**config.mk**
```make
export PLATFORM = sky130hd
export DESIGN_NAME = apb_master_bridge_flat
export DESIGN_NICKNAME = d
export VERILOG_FILES = /design/src/rtl/apb_master_bridge_if.sv /design/src/rtl/apb_master_bridge.sv /design/src/flat_wrapper.sv
export SDC_FILE = /design/constraint.sdc
export NUM_CORES = 1
export LEC_CHECK = 0
export ABC_AREA = 1
export CAP_MARGIN = 0
export CORE_MARGIN = 2
export CORE_UTILIZATION = 33
export CTS_CLUSTER_DIAMETER = 100
export DETAILED_ROUTE_END_ITERATION = 6
export GPL_ROUTABILITY_DRIVEN = 1
export PLACE_DENSITY_LB_ADDON = 0.3
export SLEW_MARGIN = 0
export SYNTH_ARGS = -nofsm -noshare
export SYNTH_HDL_FRONTEND = slang
export SYNTH_SLANG_ARGS = --single-unit
```
**constraint.sdc**
```tcl
create_clock -name clk -period 2.3 [get_ports clk]
set_clock_uncertainty 0.2 [all_clocks]
set_input_delay 0.23 -clock clk [delete_from_list [all_inputs] [get_ports clk]]
set_output_delay 0.23 -clock clk [all_outputs]
set_load 0.05 [all_outputs]
```
**src/rtl/apb_master_bridge_if.sv**
```systemverilog
// Command/response and APB bus bundle for apb_master_bridge.
// master = bridge side, slave = command source / APB completer side.
interface apb_master_bridge_if #(
    parameter int DATA_WIDTH    = 32,
    parameter int ADDRESS_WIDTH = 32,
    parameter int NUM_SLAVES    = 4
);
    localparam int STRB_WIDTH = DATA_WIDTH / 8;

    logic                           req_valid;
    logic                           req_ready;
    logic                           req_write;
    logic [ADDRESS_WIDTH-1:0]       req_addr;
    logic [DATA_WIDTH-1:0]          req_wdata;
    logic [STRB_WIDTH-1:0]          req_strb;

    logic                           rsp_valid;
    logic [DATA_WIDTH-1:0]          rsp_rdata;
    logic [1:0]                     rsp_code;

    logic [NUM_SLAVES-1:0]          PSEL;
    logic                           PENABLE;
    logic                           PWRITE;
    logic [ADDRESS_WIDTH-1:0]       PADDR;
    logic [DATA_WIDTH-1:0]          PWDATA;
    logic [STRB_WIDTH-1:0]          PSTRB;
    logic [NUM_SLAVES*DATA_WIDTH-1:0] PRDATA;
    logic [NUM_SLAVES-1:0]          PREADY;
    logic [NUM_SLAVES-1:0]          PSLVERR;

    modport master (
        input  req_valid, req_write, req_addr, req_wdata, req_strb,
        input  PRDATA, PREADY, PSLVERR,
        output req_ready, rsp_valid, rsp_rdata, rsp_code,
        output PSEL, PENABLE, PWRITE, PADDR, PWDATA, PSTRB
    );

    modport slave (
        output req_valid, req_write, req_addr, req_wdata, req_strb,
        output PRDATA, PREADY, PSLVERR,
        input  req_ready, rsp_valid, rsp_rdata, rsp_code,
        input  PSEL, PENABLE, PWRITE, PADDR, PWDATA, PSTRB
    );
endinterface

```
**src/rtl/apb_master_bridge.sv**
```systemverilog
// APB master bridge: one command at a time through IDLE->SETUP->ACCESS->RESP, all outputs registered.
// Accept->rsp_valid is 3 cycles plus wait states (1 on decode error); req_ready stays low while busy.
module apb_master_bridge #(
    parameter int DATA_WIDTH     = 32,
    parameter int ADDRESS_WIDTH  = 32,
    parameter int NUM_SLAVES     = 4,
    parameter int TIMEOUT_CYCLES = 16
) (
    input  logic                clk,
    input  logic                rst,
    apb_master_bridge_if.master bus
);
    localparam int SEL_BITS = (NUM_SLAVES > 1) ? $clog2(NUM_SLAVES) : 1;
    localparam int STRB_W   = DATA_WIDTH / 8;
    localparam int CNT_W    = $clog2(TIMEOUT_CYCLES + 1);

    localparam logic [1:0] CODE_OK      = 2'b00;
    localparam logic [1:0] CODE_SLVERR  = 2'b01;
    localparam logic [1:0] CODE_DECERR  = 2'b10;
    localparam logic [1:0] CODE_TIMEOUT = 2'b11;

    typedef enum logic [1:0] {IDLE, SETUP, ACCESS, RESP} state_t;

    state_t                 state, state_nxt;
    logic [SEL_BITS-1:0]    idx, idx_nxt, req_idx;
    logic [CNT_W-1:0]       wait_cnt, wait_cnt_nxt, wait_inc;
    logic                   idx_ok;
    logic                   sel_ready, sel_err;
    logic [DATA_WIDTH-1:0]  sel_rdata;

    logic                   req_ready_nxt, rsp_valid_nxt, penable_nxt, pwrite_nxt;
    logic [1:0]             rsp_code_nxt;
    logic [DATA_WIDTH-1:0]  rsp_rdata_nxt, pwdata_nxt;
    logic [NUM_SLAVES-1:0]  psel_nxt;
    logic [ADDRESS_WIDTH-1:0] paddr_nxt;
    logic [STRB_W-1:0]      pstrb_nxt;

    assign req_idx = bus.req_addr[ADDRESS_WIDTH-1 -: SEL_BITS];
    assign idx_ok  = (int'(req_idx) < NUM_SLAVES);

    // Only the latched target's PREADY/PSLVERR/PRDATA are ever looked at.
    always_comb begin
        sel_ready = 1'b0;
        sel_err   = 1'b0;
        sel_rdata = '0;
        for (int i = 0; i < NUM_SLAVES; i++) begin
            if (idx == SEL_BITS'(i)) begin
                sel_ready = bus.PREADY[i];
                sel_err   = bus.PSLVERR[i];
                sel_rdata = bus.PRDATA[i*DATA_WIDTH +: DATA_WIDTH];
            end
        end
    end

    always_comb begin
        state_nxt     = state;
        idx_nxt       = idx;
        wait_inc      = wait_cnt + 1'b1;
        wait_cnt_nxt  = wait_cnt;
        req_ready_nxt = 1'b0;
        rsp_valid_nxt = 1'b0;
        rsp_code_nxt  = CODE_OK;
        rsp_rdata_nxt = '0;
        psel_nxt      = bus.PSEL;
        penable_nxt   = bus.PENABLE;
        pwrite_nxt    = bus.PWRITE;
        paddr_nxt     = bus.PADDR;
        pwdata_nxt    = bus.PWDATA;
        pstrb_nxt     = bus.PSTRB;

        unique case (state)
            IDLE: begin
                if (bus.req_valid) begin
                    if (idx_ok) begin
                        state_nxt  = SETUP;
                        idx_nxt    = req_idx;
                        psel_nxt   = NUM_SLAVES'(1) << req_idx;
                        paddr_nxt  = bus.req_addr;
                        pwrite_nxt = bus.req_write;
                        pwdata_nxt = bus.req_write ? bus.req_wdata : '0;
                        pstrb_nxt  = bus.req_write ? bus.req_strb  : '0;
                    end else begin
                        state_nxt     = RESP;
                        rsp_valid_nxt = 1'b1;
                        rsp_code_nxt  = CODE_DECERR;
                    end
                end
            end
            SETUP: begin
                state_nxt    = ACCESS;
                penable_nxt  = 1'b1;
                wait_cnt_nxt = '0;
            end
            ACCESS: begin
                if (sel_ready) begin
                    state_nxt     = RESP;
                    rsp_valid_nxt = 1'b1;
                    rsp_code_nxt  = sel_err ? CODE_SLVERR : CODE_OK;
                    rsp_rdata_nxt = bus.PWRITE ? '0 : sel_rdata;
                end else begin
                    wait_cnt_nxt = wait_inc;
                    if (wait_inc == CNT_W'(TIMEOUT_CYCLES)) begin
                        state_nxt     = RESP;
                        rsp_valid_nxt = 1'b1;
                        rsp_code_nxt  = CODE_TIMEOUT;
                    end
                end
            end
            RESP:    state_nxt = IDLE;
            default: state_nxt = IDLE;
        endcase

        req_ready_nxt = (state_nxt == IDLE);
        // APB side is quiet whenever no transfer is in flight.
        if (state_nxt == IDLE || state_nxt == RESP) begin
            psel_nxt    = '0;
            penable_nxt = 1'b0;
            pwrite_nxt  = 1'b0;
            paddr_nxt   = '0;
            pwdata_nxt  = '0;
            pstrb_nxt   = '0;
        end
    end

    always_ff @(posedge clk) begin
        if (rst) begin
            state         <= IDLE;
            idx           <= '0;
            wait_cnt      <= '0;
            bus.req_ready <= 1'b1;
            bus.rsp_valid <= 1'b0;
            bus.rsp_code  <= 2'b00;
            bus.rsp_rdata <= '0;
            bus.PSEL      <= '0;
            bus.PENABLE   <= 1'b0;
            bus.PWRITE    <= 1'b0;
            bus.PADDR     <= '0;
            bus.PWDATA    <= '0;
            bus.PSTRB     <= '0;
        end else begin
            state         <= state_nxt;
            idx           <= idx_nxt;
            wait_cnt      <= wait_cnt_nxt;
            bus.req_ready <= req_ready_nxt;
            bus.rsp_valid <= rsp_valid_nxt;
            bus.rsp_code  <= rsp_code_nxt;
            bus.rsp_rdata <= rsp_rdata_nxt;
            bus.PSEL      <= psel_nxt;
            bus.PENABLE   <= penable_nxt;
            bus.PWRITE    <= pwrite_nxt;
            bus.PADDR     <= paddr_nxt;
            bus.PWDATA    <= pwdata_nxt;
            bus.PSTRB     <= pstrb_nxt;
        end
    end
endmodule

```
**src/flat_wrapper.sv**
```systemverilog
// flat-port wrapper written by rule: the top's interface ports become plain ports
module apb_master_bridge_flat 
#(
    parameter int DATA_WIDTH     = 32,
    parameter int ADDRESS_WIDTH  = 32,
    parameter int NUM_SLAVES     = 4,
    parameter int TIMEOUT_CYCLES = 16
)
  (clk, rst, bus_req_valid, bus_req_write, bus_req_addr, bus_req_wdata, bus_req_strb, bus_PRDATA, bus_PREADY, bus_PSLVERR, bus_req_ready, bus_rsp_valid, bus_rsp_rdata, bus_rsp_code, bus_PSEL, bus_PENABLE, bus_PWRITE, bus_PADDR, bus_PWDATA, bus_PSTRB);
  apb_master_bridge_if #(.DATA_WIDTH(DATA_WIDTH), .ADDRESS_WIDTH(ADDRESS_WIDTH), .NUM_SLAVES(NUM_SLAVES)) bus_i ();
  input  logic clk;
  input  logic rst;
  input wire logic [$bits(bus_i.req_valid)-1:0] bus_req_valid;
  input wire logic [$bits(bus_i.req_write)-1:0] bus_req_write;
  input wire logic [$bits(bus_i.req_addr)-1:0] bus_req_addr;
  input wire logic [$bits(bus_i.req_wdata)-1:0] bus_req_wdata;
  input wire logic [$bits(bus_i.req_strb)-1:0] bus_req_strb;
  input wire logic [$bits(bus_i.PRDATA)-1:0] bus_PRDATA;
  input wire logic [$bits(bus_i.PREADY)-1:0] bus_PREADY;
  input wire logic [$bits(bus_i.PSLVERR)-1:0] bus_PSLVERR;
  output wire logic [$bits(bus_i.req_ready)-1:0] bus_req_ready;
  output wire logic [$bits(bus_i.rsp_valid)-1:0] bus_rsp_valid;
  output wire logic [$bits(bus_i.rsp_rdata)-1:0] bus_rsp_rdata;
  output wire logic [$bits(bus_i.rsp_code)-1:0] bus_rsp_code;
  output wire logic [$bits(bus_i.PSEL)-1:0] bus_PSEL;
  output wire logic [$bits(bus_i.PENABLE)-1:0] bus_PENABLE;
  output wire logic [$bits(bus_i.PWRITE)-1:0] bus_PWRITE;
  output wire logic [$bits(bus_i.PADDR)-1:0] bus_PADDR;
  output wire logic [$bits(bus_i.PWDATA)-1:0] bus_PWDATA;
  output wire logic [$bits(bus_i.PSTRB)-1:0] bus_PSTRB;
  assign bus_i.req_valid = bus_req_valid;
  assign bus_i.req_write = bus_req_write;
  assign bus_i.req_addr = bus_req_addr;
  assign bus_i.req_wdata = bus_req_wdata;
  assign bus_i.req_strb = bus_req_strb;
  assign bus_i.PRDATA = bus_PRDATA;
  assign bus_i.PREADY = bus_PREADY;
  assign bus_i.PSLVERR = bus_PSLVERR;
  assign bus_req_ready = bus_i.req_ready;
  assign bus_rsp_valid = bus_i.rsp_valid;
  assign bus_rsp_rdata = bus_i.rsp_rdata;
  assign bus_rsp_code = bus_i.rsp_code;
  assign bus_PSEL = bus_i.PSEL;
  assign bus_PENABLE = bus_i.PENABLE;
  assign bus_PWRITE = bus_i.PWRITE;
  assign bus_PADDR = bus_i.PADDR;
  assign bus_PWDATA = bus_i.PWDATA;
  assign bus_PSTRB = bus_i.PSTRB;
  apb_master_bridge #(.DATA_WIDTH(DATA_WIDTH), .ADDRESS_WIDTH(ADDRESS_WIDTH), .NUM_SLAVES(NUM_SLAVES), .TIMEOUT_CYCLES(TIMEOUT_CYCLES)) u_core (.clk(clk), .rst(rst), .bus(bus_i));
endmodule
```
==> Table 3: Implementation characteristics, run 1 <==
Physical implementation characteristics

Parameter                              Value

Layout
  Antenna cell count .................. 0
  Summed area of non-filler cells in the final layout .................. between 8000 and 9000 um2
  Clock buffer count in the final layout .................. 24
  Number of non-clock buffers in the layout .................. 338
  Post-layout util .................. 63.3%
  Cell kind with the greatest summed area .................. non-clock buffers
  Dominant logic cell type in the layout .................. sky130_fd_sc_hd__clkdlybuf4s50_1
  Non-clock inverter count in the final layout .................. 33
  Layout fillers .................. 1245
  Top logic cells by instance count in the layout .................. 317 x sky130_fd_sc_hd__clkdlybuf4s50_1, 213 x sky130_fd_sc_hd__nand2_1, 117 x sky130_fd_sc_hd__dfxtp_1, 83 x sky130_fd_sc_hd__a21oi_1, 42 x sky130_fd_sc_hd__nor2_1
  Fraction of standard cell area that is sequential .................. 26.8%
  Layout overhead on the synthesized area .................. 85.7%
  Register cell area after layout .................. 2380 um2
  Layout net count .................. around 1.2k
  Portion of the layout cell area used by clock cells .................. approximately 7.1%
  Non-filler instance count after layout .................. 1140
  Share of cell area taken by multi-input logic gates .................. 23.8%
  Number of logic gates .................. 438
  Combinational gate area .................. 2110 um2
  Fraction of layout cells with a size suffix above 1 .................. 8.13%
  Non-clock buffer share of cell area .................. 38.4%
  Number of sequential cells in the layout .................. 119
  Top flop regs .................. u_core.bus.PADDR (32), u_core.bus.PWDATA (32), u_core.bus.rsp_rdata (32)

Route
  Final ANT Viol Nets .................. 0
  Avg Vias per Cell .................. 4.78
  Post-DR wirelength/cell .................. approximately 16 um
  Number of detailed-routing iterations run before antenna repair .................. 4
  DRC violation count after routing .................. 0
  Overall routed net length .................. 17800 um
  Vias .................. around 5.5k
  Initial DRC Count .................. 242

Floorplanning
  Tap cell count .................. 180
  Die Ht .................. 124 um
  Core ar. .................. 14000 um2
  FP Rows .................. 43
  Starting density of the core .................. between 30% and 40%
  Die width .................. 124 um
  IO Count .................. ~320
  Die area .................. 15500 um2

Critical path
  Largest stage delay, worst path .................. 0.33 ns
  Endpoint type of the worst setup path .................. flip-flop
  Crit. Startpoint .................. u_core.wait_cnt[0]
  Origin of the critical flop-to-flop path .................. u_core.wait_cnt[0]
  Worst endpoint required time .................. around 2.4 ns
  Worst-path cell with the longest stage delay .................. sky130_fd_sc_hd__dfxtp_2
  Total number of cells along the worst setup path .................. 12
  Endpoint of the most critical setup path .................. u_core.bus.PWDATA[15]
  Largest fanout on the critical path .................. 10
  Arrival time worst endpoint .................. 2.28 ns
  Cell count of the worst reg-to-reg path .................. 12
  Worst flop-to-flop path endpoint .................. u_core.bus.PWDATA[15]
  Critical-path cell list .................. ha_1 -> nand2_2 -> inv_2 -> nand3b_1 -> nand2_1 -> nand3_1 -> nand2_1 -> a21boi_1 -> ha_1 -> nand2_4 -> buf_4 -> a21oi_1
  Register-to-register path setup slack .................. 0.12 ns
  Startpoint Class .................. flip-flop
  Path type of the worst setup path .................. flip-flop to flip-flop
  Worst path top cell family by delay .................. simple AND/OR/NAND/NOR gates
  Total buffers and inverters traversed by the critical path .................. 2

Yosys
  Synthesis-stage register bit count .................. between 100 and 150
  Most frequent cell after synthesis .................. sky130_fd_sc_hd__nand2_1
  Chip area in the Yosys report .................. around 4800 um2
  Most area-consuming cells after synthesis .................. sky130_fd_sc_hd__dfxtp_1 50%, sky130_fd_sc_hd__nand2_1 17%, sky130_fd_sc_hd__a21oi_1 8.7%, sky130_fd_sc_hd__a221oi_1 5.5%, sky130_fd_sc_hd__nor2_1 3.4%
  Unique cell types .................. 25
  Synth Flop Type .................. sky130_fd_sc_hd__dfxtp_1
  Async SR Flop Fraction .................. 0%
  Number of warnings printed during yosys synthesis .................. 0
  Post-synth seq share .................. 49.8%
  Synth top cells by count .................. 216 x sky130_fd_sc_hd__nand2_1, 119 x sky130_fd_sc_hd__dfxtp_1, 83 x sky130_fd_sc_hd__a21oi_1
  Yosys stat cell total .................. roughly 630
  Cell taking the most area after synthesis .................. sky130_fd_sc_hd__dfxtp_1
  Fraction of post-synthesis cell area in the top cell type by area .................. 49.8%
  Post-synth tally of flip-flops with integrated enable .................. 0
  Area of the mapped netlist .................. 4780 um2
  Post-synthesis instance total .................. 631
  Post-Syn Area per Cell .................. 7.58 um2
  Net count entering floorplan .................. 845

Place
  Placed Cells .................. 1107
  Placer Congestion .................. 0.845
  Total of buffers placed on input and output ports .................. 317
  Worst slack at placement .................. -0.0624 ns
  Post-DP HPWL .................. 13100 um
  Post-Place Cell Area .................. approximately 8200 um2

Worst hold path
  Kind of path behind the tightest hold check .................. input port to flip-flop
  Endpoint of the worst hold-timing path .................. u_core.bus.PWDATA[17]
  Hold Path Cell Cnt .................. 3
  Worst hold start .................. bus_req_wdata[17]

Clock network
  Hold-fix buffers at CTS .................. 0
  Clock transition at the registers of the reported paths .................. 0.06 ns
  Total number of clock tree sinks .................. 119
  Total of cells resized after clock tree synthesis .................. 2
  CTS Buf Count .................. 17
  Worst-skew pair later-pin latency .................. between 0.4 and 0.5 ns
  TritonCTS clock tree .................. yes
  Buffer count from post-CTS setup fixing .................. 0
  H-tree levels .................. 4
  Root Buffer .................. sky130_fd_sc_hd__clkbuf_16
  Number of buffers between clock root and the deepest sink .................. 2

Global route
  Wire length of the first global-routing pass .................. 27600 um
  Maximum number of pins on one net before global-route repair .................. 37
  Overflow after GRT .................. 0
  Global Route Usage Sum .................. 22.4%
  Met2 capacity usage during global routing .................. between 30% and 40%
  GRT met3 Usage .................. under 10%
  Top Usage Layer GRT .................. met2
  Met1 usage in global routing .................. 24.7%
  Vias in the first global route .................. 5270
  Initial antenna violation count .................. 0

Power and ir drop
  Post-route total power .................. 7140 uW
  LEAKAGE .................. about 0.0034 uW
  Power density cells .................. 803 nW/um2
  Maximum vdd drop .................. 0.559 mV

Timing
  Period utilisation layout .................. 94.7%
  Final count of negative-setup-slack endpoints .................. 0
  Slew at the pin closest to its max-slew limit .................. between 0.5 and 0.6 ns
  Worst hold slack after final layout .................. 0.165 ns
  Max-slew violation total from the final report .................. 0
  Relative max-transition margin .................. 60.4%
  Final Worst Setup Slack .................. roughly 0.12 ns
  Upper clock frequency limit .................. 459 MHz
  Total negative slack .................. 0 ns
  Hold Violations, Final .................. 0
  Shortest period the worst path allows .................. 2.18 ns

Outcome
  Outcome .................. finished, final reports clean

Run
  Maxcap violations .................. 0
  Number of warnings in the stage logs .................. 31
[run 1: cell families after synthesis]
logic type	count (synthesis)	synth area share [%]
buffers and inverters	74	6.46
AND/OR/NAND/NOR	296	24.4
flip-flops	119	49.8
adder cells (fa/ha/maj)	6	1.57
AND-OR/OR-AND	136	17.8
[run 1: per-layer routing]
metal  vias to the layer above  share of wire (%)
li1                       2713                  -
met1                      2439                 39
met2                       257                 48
met3                        41                8.4
met4                         0                4.1
met5                         -                  0
[run 1: where the power goes]
part / switching (uW) / internal [uW] / leakage, uW
clock network: 948 / 1810 / 0.000302
logic: 1220 / 866 / 0.00212
registers: 76.6 / 2210 / 0.000964
Run 1, cell classes on the final placement:
Fill, decap, tap and diode cells in gray.
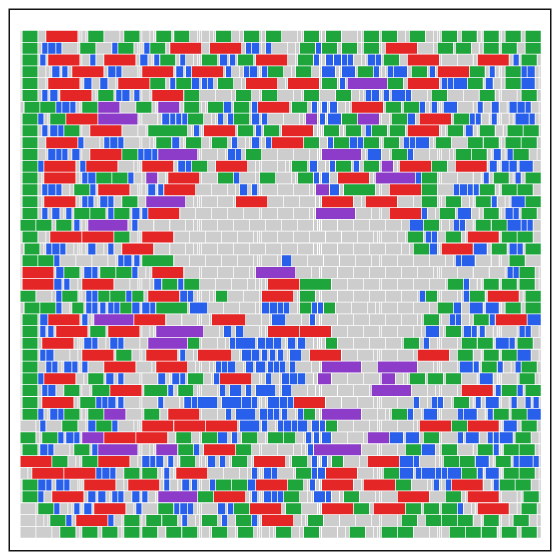
color	class	cells
blue	all other logic	471
purple	clock drivers and dummy loads	32
red	flops	119
green	other buffers and delay cells	338

Run 1, I/O nets highlighted:
The bar under the picture is 20 um long.
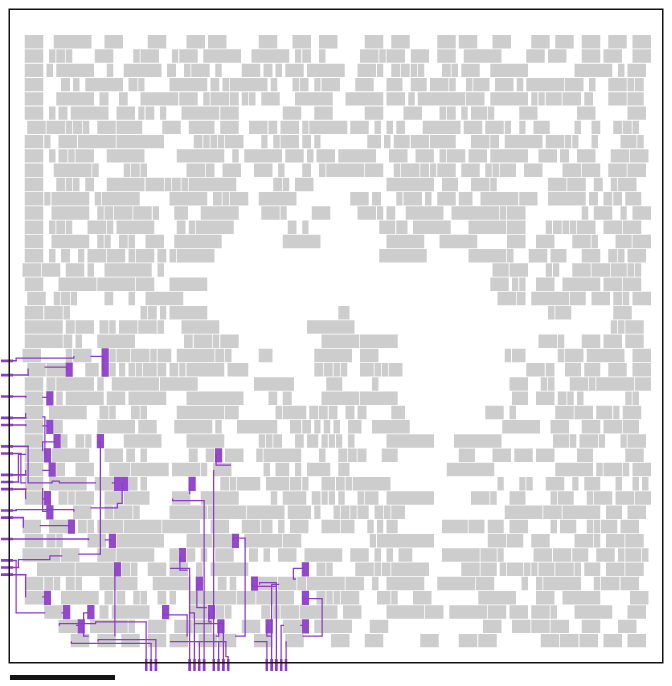
color	port	bits	direction	end cells	buffers	wire
purple	`bus_req_addr`	32	input	33	32	563 um

Run 1, signal metal coverage by tile:
The die is cut into 25 by 25 equal tiles; dark blue is low, red is high, scaled to the fullest tile. Values are wire area over tile area, all layers added.
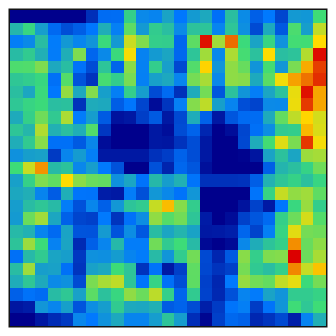
fullest tile	0.55
emptiest ninth of the die	center
densest ninth of the die	upper right
mean over tiles	0.19
nearly empty tiles	5.9%

==> inputs of run 2 (changes only) <==
Clock period 2.3 ns to 2 ns, I/O delays scaled along.
==> run 2 against run 1 <==
  * The run now ends with setup timing left
  * Combinational power increased by 42%
  * Hold slack worse by 0.028 ns
  * Area after synthesis stayed put
  * Sequential power rose by 15%
  * Flip-flop count is the same
  * Global-route usage rose by 0.98 points
  * First-iteration DRC count grew 12%
  * Register-to-register slack lost 0.20 ns
  * Critical path type unchanged
  * Critical endpoint is now u_core.state[0]
==> Table 3: Implementation characteristics, run 2 <==
Physical implementation characteristics

Parameter                              Value

Timing
  Slew at the pin closest to its max-slew limit .................. 0.548 ns (-0.0434 ns)
  Worst hold slack after final layout .................. 0.137 ns (-0.0282 ns)
  Shortest period the worst path allows .................. 2.08 ns (-0.0998 ns)
  Relative max-transition margin .................. 63.3% (+2.9 points)
  Total negative slack .................. -1.15 ns (-1.15 ns)
  Hold Violations, Final .................. 0 (unchanged)
  Final Worst Setup Slack .................. -0.0783 ns (-0.200 ns)
  Max-slew violation total from the final report .................. 0 (unchanged)
  Period utilisation layout .................. 104% (+9.2 points)
  Upper clock frequency limit .................. 481 MHz (+4.8%)
  Final count of negative-setup-slack endpoints .................. 54 (+54)

Yosys
  Post-synth tally of flip-flops with integrated enable .................. 0 (unchanged)
  Area of the mapped netlist .................. 4780 um2 (unchanged)
  Post-synth seq share .................. 49.8% (unchanged)
  Number of warnings printed during yosys synthesis .................. 0 (unchanged)
  Synthesis-stage register bit count .................. 119 (unchanged)
  Post-Syn Area per Cell .................. 7.58 um2 (unchanged)
  Net count entering floorplan .................. 845 (unchanged)
  Synth top cells by count .................. 216 x sky130_fd_sc_hd__nand2_1, 119 x sky130_fd_sc_hd__dfxtp_1, 83 x sky130_fd_sc_hd__a21oi_1
  Yosys stat cell total .................. 631 (unchanged)
  Unique cell types .................. 25 (unchanged)
  Async SR Flop Fraction .................. 0% (unchanged)
  Chip area in the Yosys report .................. 4780 um2 (unchanged)
  Synth Flop Type .................. sky130_fd_sc_hd__dfxtp_1
  Fraction of post-synthesis cell area in the top cell type by area .................. 49.8% (unchanged)
  Most frequent cell after synthesis .................. sky130_fd_sc_hd__nand2_1
  Most area-consuming cells after synthesis .................. sky130_fd_sc_hd__dfxtp_1 50%, sky130_fd_sc_hd__nand2_1 17%, sky130_fd_sc_hd__a21oi_1 8.7%, sky130_fd_sc_hd__a221oi_1 5.5%, sky130_fd_sc_hd__nor2_1 3.4%

Critical path
  Worst endpoint required time .................. 2.09 ns (-0.31 ns)
  Endpoint type of the worst setup path .................. flip-flop
  Path type of the worst setup path .................. flip-flop to flip-flop
  Critical-path cell list .................. buf_4 -> nand3_1 -> nand2_1 -> nand2_1 -> nand3_2 -> nand2_2 -> buf_4 -> buf_4 -> buf_4 -> buf_4 -> buf_4 -> buf_4 -> nand2_1 -> a21oi_1
  Total buffers and inverters traversed by the critical path .................. 7 (+5)
  Startpoint Class .................. flip-flop
  Crit. Startpoint .................. u_core.wait_cnt[0]
  Arrival time worst endpoint .................. 2.17 ns (-0.11 ns)
  Largest fanout on the critical path .................. 4 (-6)
  Worst-path cell with the longest stage delay .................. sky130_fd_sc_hd__dfxtp_2
  Register-to-register path setup slack .................. -0.08 ns (-0.20 ns)
  Worst path top cell family by delay .................. buffers and inverters
  Total number of cells along the worst setup path .................. 14 (+2)
  Largest stage delay, worst path .................. 0.34 ns (about the same)
  Endpoint of the most critical setup path .................. u_core.state[0]
  Origin of the critical flop-to-flop path .................. u_core.wait_cnt[0]

Power and ir drop
  Net switching power .................. 2860 uW (+27%)
  Maximum vdd drop .................. 0.591 mV (+5.7%)
  Logic power comb .................. 2970 uW (+42%)
  Combinational Power Share .................. 32.9% (+3.6 points)
  Switching part of the total .................. 31.7% (+0.21 points)
  Clock network fraction of total power .................. 37.9% (-0.7 points)
  LEAKAGE .................. 0.00413 uW (+22%)
  P_int .................. 6160 uW (+26%)
  Power density cells .................. 944 nW/um2 (+18%)
  Clock group total power .................. 3420 uW (+24%)
  Post-route total power .................. 9020 uW (+26%)
  Power share of the sequential group .................. 29.2% (-2.9 points)
  Power in sequential cells .................. 2640 uW (+15%)
  Biggest consumer .................. clock

Worst hold path
  Hold Path Cell Cnt .................. 3 (unchanged)
  Endpoint of the worst hold-timing path .................. u_core.bus.PADDR[22]
  Kind of path behind the tightest hold check .................. input port to flip-flop
  Worst hold start .................. bus_req_addr[22]

Floorplanning
  Die area .................. 15500 um2 (unchanged)
  FP Rows .................. 43 (unchanged)
  Die width .................. 124 um (unchanged)
  Starting density of the core .................. 34.1% (unchanged)
  Core ar. .................. 14000 um2 (unchanged)
  Die Ht .................. 124 um (unchanged)
  IO Count .................. 318 (unchanged)

Layout
  Dominant logic cell type in the layout .................. sky130_fd_sc_hd__clkdlybuf4s50_1
  Top flop regs .................. u_core.bus.PADDR (32), u_core.bus.PWDATA (32), u_core.bus.rsp_rdata (32)
  Layout overhead on the synthesized area .................. 99.8%
  Antenna cell count .................. 0 (unchanged)
  Fraction of layout cells with a size suffix above 1 .................. 18.7% (+11 points)
  Top logic cells by instance count in the layout .................. 272 x sky130_fd_sc_hd__clkdlybuf4s50_1, 211 x sky130_fd_sc_hd__nand2_1, 114 x sky130_fd_sc_hd__dfxtp_1, 71 x sky130_fd_sc_hd__a21oi_2, 41 x sky130_fd_sc_hd__buf_4
  Summed area of non-filler cells in the final layout .................. 9560 um2 (+7.6%)

Global route
  Top Usage Layer GRT .................. met2
  Maximum number of pins on one net before global-route repair .................. 48 (+30%)
  Wire length of the first global-routing pass .................. 28800 um (+4.3%)
  Met1 usage in global routing .................. 26.2% (+1.5 points)
  Global Route Usage Sum .................. 23.3% (+0.98 points)
  Initial antenna violation count .................. 0 (unchanged)
  Overflow after GRT .................. 0 (unchanged)
  Vias in the first global route .................. 5400 (+2.5%)
  GRT met3 Usage .................. 8.29% (+0.26 points)

Outcome
  Violated checks .................. setup timing
  Outcome .................. finished with violations

Place
  Post-Place Cell Area .................. 8270 um2 (+0.82%)
  Post-DP HPWL .................. 13100 um (+0.39%)
  Worst slack at placement .................. -0.229 ns (-0.166 ns)
  Total of buffers placed on input and output ports .................. 317 (unchanged)
  Placed Cells .................. 1117 (+0.90%)

Clock network
  Hold-fix buffers at CTS .................. 0 (unchanged)
  Number of buffers between clock root and the deepest sink .................. 2 (unchanged)
  TritonCTS clock tree .................. yes
  Root Buffer .................. sky130_fd_sc_hd__clkbuf_16
  H-tree levels .................. 4 (unchanged)
  Worst-skew pair later-pin latency .................. 0.41 ns (about the same)
  Total number of clock tree sinks .................. 119 (unchanged)
  CTS Buf Count .................. 17 (unchanged)
  Clock transition at the registers of the reported paths .................. 0.06 ns (about the same)

Run
  Maxcap violations .................. 0 (unchanged)
  Number of warnings in the stage logs .................. 31 (unchanged)

Route
  Final ANT Viol Nets .................. 0 (unchanged)
  Post-DR wirelength/cell .................. 16.7 um (+7.4%)
  Met3 wire length .................. 1590 um (+5.8%)
  Met2 wire length .................. 9900 um (+16%)
  Vias .................. 5559 (+2.0%)
  Routed length on met1 .................. 7520 um (+7.9%)
  Initial DRC Count .................. 272 (+12%)
  Overall routed net length .................. 19500 um (+9.6%)
  DRC violation count after routing .................. 0 (unchanged)
  Avg Vias per Cell .................. 4.78 (about the same)
  Number of detailed-routing iterations run before antenna repair .................. 4 (unchanged)
  Top routing layer in use .................. met4
-- run 2: cell counts after synthesis --
No cell type changed its count.
-- run 2: repair_timing --
action | in CTS | in global routing
buffers inserted | 7 | 0
endpoints found under the setup margin | 78 | 103
cloned | 2 | 5
resized | 24 | 95
pin swaps | 1 | 6
-- run 2: final cells by class --
class                           count  area [um2]
Fill cell                        1135        4480
Timing Repair Buffer              360        3730
Multi-Input combinational cell    439        2430
Sequential cell                   119        2390
Clock buffer                       21         470
Tap cell                          180         225
Clock inverter                     11         194
Inverter                           33         124
-- run 2: logic make-up (layout without fill, tap and decap cells) --
kind of cell	count (synthesis)	count (layout)	share of synthesized area, %
compound gates	136	136	17.8
buf+inv	74	425	6.46
simple gates	296	297	24.4
flops	119	119	49.8
fa+ha+maj	6	6	1.57
Run 2, placed standard cells:
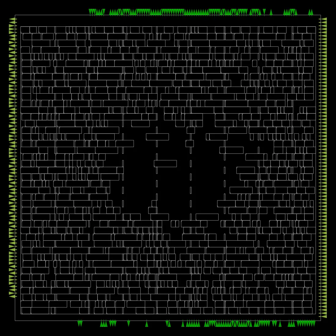
tap cell count: 180
Layout fillers: 1135
post-layout util: 68.1%
non-filler instance count after layout: 1163

Run 2, cell classes on the final placement:
Fill, decap, tap and diode cells in gray.
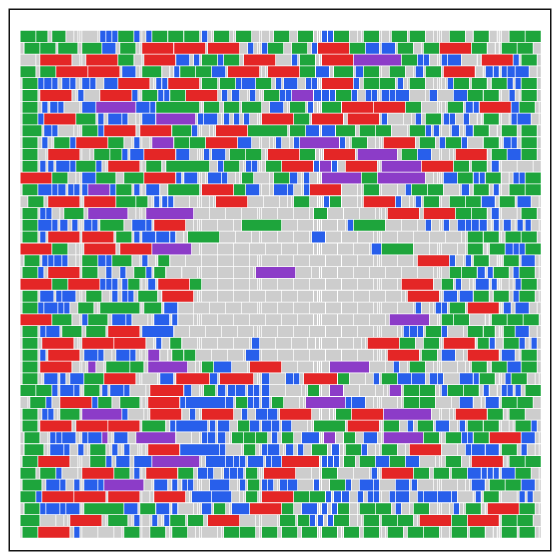
color	class	cells
green	other buffers and delay cells	360
blue	all other logic	472
purple	clock drivers and dummy loads	32
red	flops	119

==> inputs of run 3 (changes only) <==
Settings changed: CTS_CLUSTER_DIAMETER 100 to not set.
==> run 3 against run 2 <==
  * The flow still finishes with violations (setup timing)
  * Combinational power is essentially flat
  * First-iteration DRC count stayed put
  * Global-route usage did not move
  * Critical path depth stayed put
  * Routed wire length stayed put
  * Register-to-register slack barely moved
  * Largest power group unchanged
  * Power unchanged
  * Core utilization stayed put
==> Table 3: Implementation characteristics, run 3 <==
Physical implementation characteristics

Parameter                              Value

Timing
  Hold Violations, Final .................. 0 (unchanged)
  Final count of negative-setup-slack endpoints .................. 54 (unchanged)
  Unrepaired setup endpoints after global routing .................. yes
  Period utilisation layout .................. 104% (unchanged)
  Relative max-transition margin .................. 63.3% (unchanged)
  Max-slew violation total from the final report .................. 0 (unchanged)
  Slew at the pin closest to its max-slew limit .................. 0.548 ns (unchanged)
  Upper clock frequency limit .................. 481 MHz (unchanged)
  Total negative slack .................. -1.15 ns (unchanged)
  Worst hold slack after final layout .................. 0.137 ns (unchanged)
  Final Worst Setup Slack .................. -0.0783 ns (unchanged)
  Shortest period the worst path allows .................. 2.08 ns (unchanged)

Place
  Post-Place Cell Area .................. 8270 um2 (unchanged)
  Total of buffers placed on input and output ports .................. 317 (unchanged)
  Placed Cells .................. 1117 (unchanged)
  Post-DP HPWL .................. 13100 um (unchanged)
  Worst slack at placement .................. -0.229 ns (unchanged)

Floorplanning
  Die Ht .................. 124 um (unchanged)
  Die area .................. 15500 um2 (unchanged)
  Die width .................. 124 um (unchanged)
  IO Count .................. 318 (unchanged)
  Starting density of the core .................. 34.1% (unchanged)

Yosys
  Chip area in the Yosys report .................. 4780 um2 (unchanged)
  Most frequent cell after synthesis .................. sky130_fd_sc_hd__nand2_1
  Largest non-sequential cell family by area .................. simple AND/OR/NAND/NOR gates
  MUX area fraction .................. 0% (unchanged)
  Most area-consuming cells after synthesis .................. sky130_fd_sc_hd__dfxtp_1 50%, sky130_fd_sc_hd__nand2_1 17%, sky130_fd_sc_hd__a21oi_1 8.7%, sky130_fd_sc_hd__a221oi_1 5.5%, sky130_fd_sc_hd__nor2_1 3.4%
  Post-synth seq share .................. 49.8% (unchanged)
  Post-Syn Area per Cell .................. 7.58 um2 (unchanged)
  Async SR Flop Fraction .................. 0% (unchanged)
  Synth Flop Type .................. sky130_fd_sc_hd__dfxtp_1
  Fraction of post-synthesis cell area in the top cell type by area .................. 49.8% (unchanged)
  Post-synth tally of flip-flops with integrated enable .................. 0 (unchanged)
  Adder and majority cell fraction of the synthesized area .................. 1.57% (unchanged)
  Area of the mapped netlist .................. 4780 um2 (unchanged)
  Number of warnings printed during yosys synthesis .................. 0 (unchanged)
  Synth Area in Compound Gates .................. 17.8% (unchanged)
  Unique cell types .................. 25 (unchanged)
  Synthesis-stage register bit count .................. 119 (unchanged)
  Synth top cells by count .................. 216 x sky130_fd_sc_hd__nand2_1, 119 x sky130_fd_sc_hd__dfxtp_1, 83 x sky130_fd_sc_hd__a21oi_1
  Yosys stat cell total .................. 631 (unchanged)
  Net count entering floorplan .................. 845 (unchanged)
  Simple share .................. 24.4% (unchanged)

Layout
  Fraction of layout cells with a size suffix above 1 .................. 18.7% (unchanged)
  Layout fillers .................. 1135 (unchanged)
  Layout overhead on the synthesized area .................. 99.8% (unchanged)
  Summed area of non-filler cells in the final layout .................. 9560 um2 (unchanged)
  Non-filler instance count after layout .................. 1163 (unchanged)
  Post-layout util .................. 68.1% (unchanged)
  Top logic cells by instance count in the layout .................. 272 x sky130_fd_sc_hd__clkdlybuf4s50_1, 211 x sky130_fd_sc_hd__nand2_1, 114 x sky130_fd_sc_hd__dfxtp_1, 71 x sky130_fd_sc_hd__a21oi_2, 41 x sky130_fd_sc_hd__buf_4
  Antenna cell count .................. 0 (unchanged)
  Top flop regs .................. u_core.bus.PADDR (32), u_core.bus.PWDATA (32), u_core.bus.rsp_rdata (32)
  Dominant logic cell type in the layout .................. sky130_fd_sc_hd__clkdlybuf4s50_1

Power and ir drop
  LEAKAGE .................. 0.00413 uW (unchanged)
  P_int .................. 6160 uW (unchanged)
  Power in sequential cells .................. 2640 uW (about the same)
  Power share of the sequential group .................. 29.2% (about the same)
  Clock network fraction of total power .................. 37.9% (about the same)
  Maximum vdd drop .................. 0.591 mV (unchanged)
  Net switching power .................. 2860 uW (unchanged)
  Clock group total power .................. 3420 uW (about the same)
  Post-route total power .................. 9020 uW (unchanged)
  Biggest consumer .................. clock
  Combinational Power Share .................. 32.9% (about the same)
  Logic power comb .................. 2970 uW (about the same)
  Switching part of the total .................. 31.7% (unchanged)
  Power density cells .................. 944 nW/um2 (unchanged)

Critical path
  Worst endpoint required time .................. 2.09 ns (about the same)
  Crit. Startpoint .................. u_core.wait_cnt[0]
  Endpoint type of the worst setup path .................. flip-flop
  Arrival time worst endpoint .................. 2.17 ns (about the same)
  Origin of the critical flop-to-flop path .................. u_core.wait_cnt[0]
  Total number of cells along the worst setup path .................. 14 (unchanged)
  Largest fanout on the critical path .................. 4 (unchanged)
  Register-to-register path setup slack .................. -0.08 ns (about the same)
  Critical-path cell list .................. buf_4 -> nand3_1 -> nand2_1 -> nand2_1 -> nand3_2 -> nand2_2 -> buf_4 -> buf_4 -> buf_4 -> buf_4 -> buf_4 -> buf_4 -> nand2_1 -> a21oi_1
  Total buffers and inverters traversed by the critical path .................. 7 (unchanged)
  Path type of the worst setup path .................. flip-flop to flip-flop
  Worst path top cell family by delay .................. buffers and inverters
  Startpoint Class .................. flip-flop
  Endpoint of the most critical setup path .................. u_core.state[0]
  Largest stage delay, worst path .................. 0.34 ns (about the same)
  Worst-path cell with the longest stage delay .................. sky130_fd_sc_hd__dfxtp_2

Route
  Vias .................. 5559 (unchanged)
  Met3 wire length .................. 1590 um (unchanged)
  Overall routed net length .................. 19500 um (unchanged)
  Post-DR wirelength/cell .................. 16.7 um (unchanged)
  Top routing layer in use .................. met4
  Number of detailed-routing iterations run before antenna repair .................. 4 (unchanged)
  DRC violation count after routing .................. 0 (unchanged)
  Met2 wire length .................. 9900 um (unchanged)
  Initial DRC Count .................. 272 (unchanged)
  Avg Vias per Cell .................. 4.78 (unchanged)
  Final ANT Viol Nets .................. 0 (unchanged)

Run
  Number of warnings in the stage logs .................. 31 (unchanged)
  Maxcap violations .................. 0 (unchanged)

Worst hold path
  Endpoint of the worst hold-timing path .................. u_core.bus.PADDR[22]
  Worst hold start .................. bus_req_addr[22]
  Kind of path behind the tightest hold check .................. input port to flip-flop
  Hold Path Cell Cnt .................. 3 (unchanged)

Outcome
  Outcome .................. finished with violations
  Violated checks .................. setup timing

Clock network
  Clock transition at the registers of the reported paths .................. 0.06 ns (about the same)
  Worst-skew pair later-pin latency .................. 0.41 ns (about the same)
  Total number of clock tree sinks .................. 119 (unchanged)
  TritonCTS clock tree .................. yes
  Number of buffers between clock root and the deepest sink .................. 2 (unchanged)
  Root Buffer .................. sky130_fd_sc_hd__clkbuf_16
  H-tree levels .................. 4 (unchanged)
  CTS Buf Count .................. 17 (unchanged)

Global route
  Maximum number of pins on one net before global-route repair .................. 48 (unchanged)
  Vias in the first global route .................. 5400 (unchanged)
  Initial antenna violation count .................. 0 (unchanged)
  Global Route Usage Sum .................. 23.3% (unchanged)
  Overflow after GRT .................. 0 (unchanged)
  Wire length of the first global-routing pass .................. 28800 um (unchanged)
run 3: cell counts after synthesis:
No cell type changed its count.
run 3: layout make-up:
| class | instances | area, um2 | share of cell area (%) |
|---|---|---|---|
| sequential | 119 | 2390 | 25.0 |
| multi-input combinational | 439 | 2430 | 25.4 |
| clock buffer | 21 | 470 | 4.92 |
| clock inverter | 11 | 194 | 2.03 |
| inverter | 33 | 124 | 1.30 |
| tap | 180 | 225 | 2.36 |
| timing repair buffer | 360 | 3730 | 39.0 |
run 3: repair_timing:
action,CTS,global route
gates resized,24,95
cloned,2,5
pin swaps,1,6
setup buffers,7,0
setup endpoints to repair,78,103
hold buffers,0,0
run 3: per-layer routing:
metal,up-vias,GRT usage [%]
li1,2759,-
met1,2517,26.2
met2,249,40.7
met3,34,8.29
met4,0,8.46
met5,-,0
Run 3, placed standard cells:
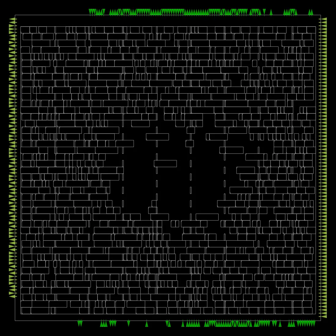
number of sequential cells in the layout: 119
Core ar.: 14000 um2
fraction of standard cell area that is sequential: 25.0%
FP Rows: 43

Run 3, signal metal coverage by tile:
The die is cut into 25 by 25 equal tiles; dark blue is low, red is high, scaled to the fullest tile. Values are wire area over tile area, all layers added.
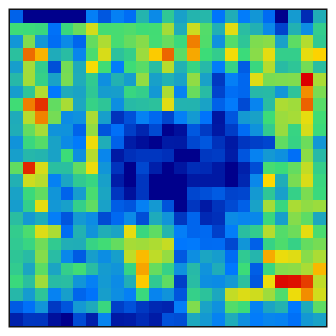
tiles over half the peak	28%
nearly empty tiles	3.7%
emptiest ninth of the die	center
fullest tile	0.53

Power and IR drop assume default switching activity.
